**config.mk**
```make
export PLATFORM = sky130hd
export DESIGN_NAME = bit_wise_inverter_8b
export DESIGN_NICKNAME = d
export VERILOG_FILES = /design/src/rtl/bit_wise_inverter_8b.sv
export SDC_FILE = /design/constraint.sdc
export NUM_CORES = 1
export LEC_CHECK = 0
export CAP_MARGIN = 20
export CORE_AREA = 2 2 39 41
export CTS_CLUSTER_SIZE = 30
export DETAILED_ROUTE_END_ITERATION = 16
export DIE_AREA = 0 0 41 43
export GPL_ROUTABILITY_DRIVEN = 1
export HOLD_SLACK_MARGIN = 0.05
export PLACE_DENSITY_LB_ADDON = 0.05
export SYNTH_ARGS = -nofsm -noshare
export SYNTH_HDL_FRONTEND = slang
export SYNTH_SLANG_ARGS = --single-unit
```
**constraint.sdc**
```tcl
create_clock -name clk -period 1.8 [get_ports clk]
set_input_delay 0.36 -clock clk [delete_from_list [all_inputs] [get_ports clk]]
set_output_delay 0.36 -clock clk [all_outputs]
set_load 0.01 [all_outputs]
```
**src/rtl/bit_wise_inverter_8b.sv**
```systemverilog
// Single-stage registered conditional inverter with valid/ready handshake.
// Define BWI_PARITY_EN to add a registered out_parity (XOR of the loaded result).
module bit_wise_inverter_8b #(
    parameter int unsigned WIDTH = 8
) (
    input  logic             clk,
    input  logic             rst,
    input  logic [WIDTH-1:0] input_a,
    input  logic             input_enable,
    input  logic             in_valid,
    output logic             in_ready,
    output logic [WIDTH-1:0] output_z,
    output logic             out_valid,
`ifdef BWI_PARITY_EN
    output logic             out_parity,
`endif
    input  logic             out_ready
);

    logic [WIDTH-1:0] result;
    logic             in_fire;
    logic             out_fire;

    // The stage can take new data when empty or when its current result drains this edge.
    assign in_ready = !out_valid || out_ready;
    assign in_fire  = in_valid && in_ready;
    assign out_fire = out_valid && out_ready;

    always_comb begin
        result = input_enable ? ~input_a : input_a;
    end

    always_ff @(posedge clk or posedge rst) begin
        if (rst) begin
            output_z  <= '0;
            out_valid <= 1'b0;
        end else if (in_fire) begin
            output_z  <= result;
            out_valid <= 1'b1;
        end else if (out_fire) begin
            out_valid <= 1'b0;
        end
    end

`ifdef BWI_PARITY_EN
    always_ff @(posedge clk or posedge rst) begin
        if (rst) begin
            out_parity <= 1'b0;
        end else if (in_fire) begin
            out_parity <= ^result;
        end
    end
`endif

endmodule

```
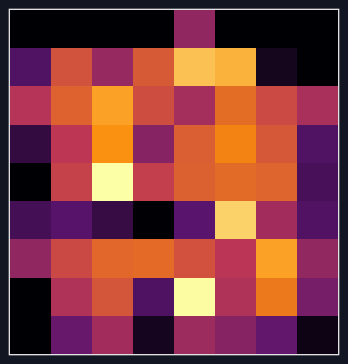
cell_density.png
Drawn at 8 px/µm. 8 x 9 tiles, from black (low) to pale yellow (high), 0 to 100% covered.
The mean over all tiles is 40%. 11% of the tiles are over 75% full. 17% of the tiles are nearly empty. The fullest tile reaches 100%.
FP Core Util: 34.0%
Util after Layout: 52.9%
Core ar.: 1380 µm²

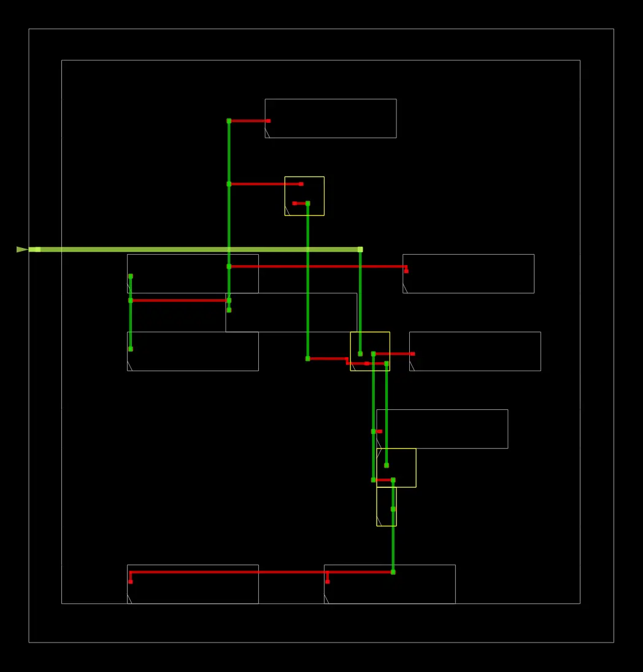
clocks.png
skew final: 0.00195 ns
CLK BUF: 4
clk ins delay skew pair: 0.26 ns

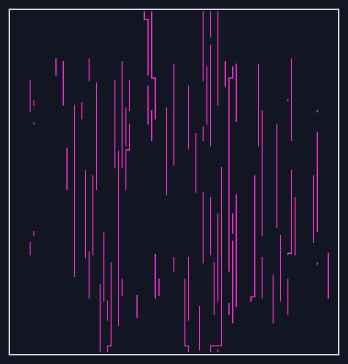
layer_met2.png
Drawn at 8 px/µm.
The layer carries 585 µm of wire. 61 nets have wire on it.

==> results.json <==
{
  "area_delta_synth_final_pct": 55.6,
  "drt_pass1_iterations": 2,
  "leakage_nw": 0.336,
  "design_area_um2": 732,
  "htreeDepth": 1,
  "hold_viol_final": 0,
  "antenna_found_initial": 0,
  "crit-reg2reg-capture": "output_z[1]$_DFFE_PP0P_",
  "crit_required_ns": 1.44,
  "post-route-drc-count": 0,
  "topCellsByArea": "dfrtp_1 (48%), mux2_4 (26%), xor2_1 (15%), nand2_8 (4.3%), nand2b_4 (2.9%)",
  "globalRouteOverflowTotal": 0,
  "worstMarginPinSlew_ns": 0.449,
  "critPathBufInv": 2,
  "clock_sinks": 9,
  "regMostFlops": "output_z",
  "largest_area_cell": "dfrtp_1",
  "hold_class": "in2async",
  "cp_top_family": "buffers and inverters",
  "fmax_ghz": 0.639,
  "yosysUniqueCellTypes": 8,
  "syn_area_per_cell_um2": 15.7,
  "status": "finished, final reports clean",
  "ios": 23,
  "internal_power_uw": 474,
  "timing.final.setup_violations": 0
}
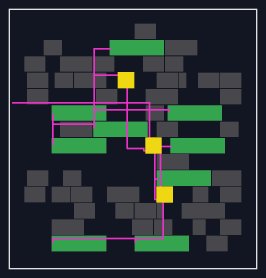
clk_routes.png
Drawn at 6 px/µm.
flip-flops: marked green, count 9. clock wires: marked magenta, length 140 µm. clock drivers: marked yellow, count 3.
There are 4 routed clock nets.
clock-net power: 157 µW
Clk pwr share: 24.5%

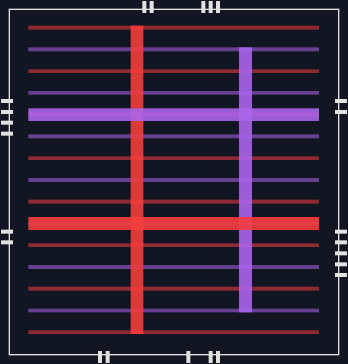
power_grid.png
Drawn at 8 px/µm. Pins as bars on the die edge.
VDD: marked purple. VSS: marked red.
23 signal pins sit on the boundary. 2 straps on met4. 2 straps on met5. The core has 14 rows.
die height: 43 µm
peak supply drop: 0.355 mV
die width: 41 µm

==> per-stage QoR <==
step,util (%),power [mW],hold WS [ns],setup TNS [ns]
2_1_floorplan,-,0.370,0.188,0
3_3_place_gp,51.1,0.483,0.494,-0.0153
3_5_place_dp,51.1,0.493,0.499,-0.0358
4_1_cts,52.9,0.652,0.369,0
5_1_grt,52.9,0.676,0.396,0
6_report,52.9,0.641,0.360,0
==> cells in the final DEF (no fill, tap or decap), drive strengths merged <==
| cell | instances |
|---|---|
| clkdlybuf4s50 | 21 |
| mux2 | 8 |
| inv | 1 |
| dlygate4sd2 | 1 |
| dfrtp | 9 |
| nand2b | 2 |
| nand2 | 1 |
| clkbuf | 4 |
| xor2 | 8 |
| buf | 1 |
==> cell families after synthesis <==
kind of cell,after synthesis,share of synthesized area (%)
XOR/XNOR,8,14.9
buffers and inverters,2,3.19
flip-flops,9,47.9
multiplexers,8,25.5
AND/OR/NAND/NOR,3,8.51
==> layer usage <==
metal | part of all wire (%) | up-vias | track usage, %
met5 | 0 | - | 0
met4 | 0 | 0 | 8.00
met3 | 5.8 | 0 | 6.28
met2 | 58 | 13 | 25.9
met1 | 36 | 157 | 13.0
li1 | - | 147 | -
==> cell usage after synthesis, drive strengths merged <==
| cell | number |
|---|---|
| buf | 1 |
| dfrtp | 9 |
| inv | 1 |
| mux2 | 8 |
| nand2 | 1 |
| nand2b | 2 |
| xor2 | 8 |
==> power by group through the flow <==
stage	sequential [mW]	combinational [mW]	clock [mW]
2_1_floorplan	0.281	0.0889	0
3_5_place_dp	0.266	0.227	0
5_1_grt	0.267	0.238	0.170
3_3_place_gp	0.262	0.220	0
4_1_cts	0.263	0.227	0.162
6_report	0.262	0.222	0.157
==> repair_timing <==
action,CTS,global route
resized,1,0
setup buffers,0,0
setup endpoints to repair,1,0
Power is estimated from default activity; no workload was simulated.
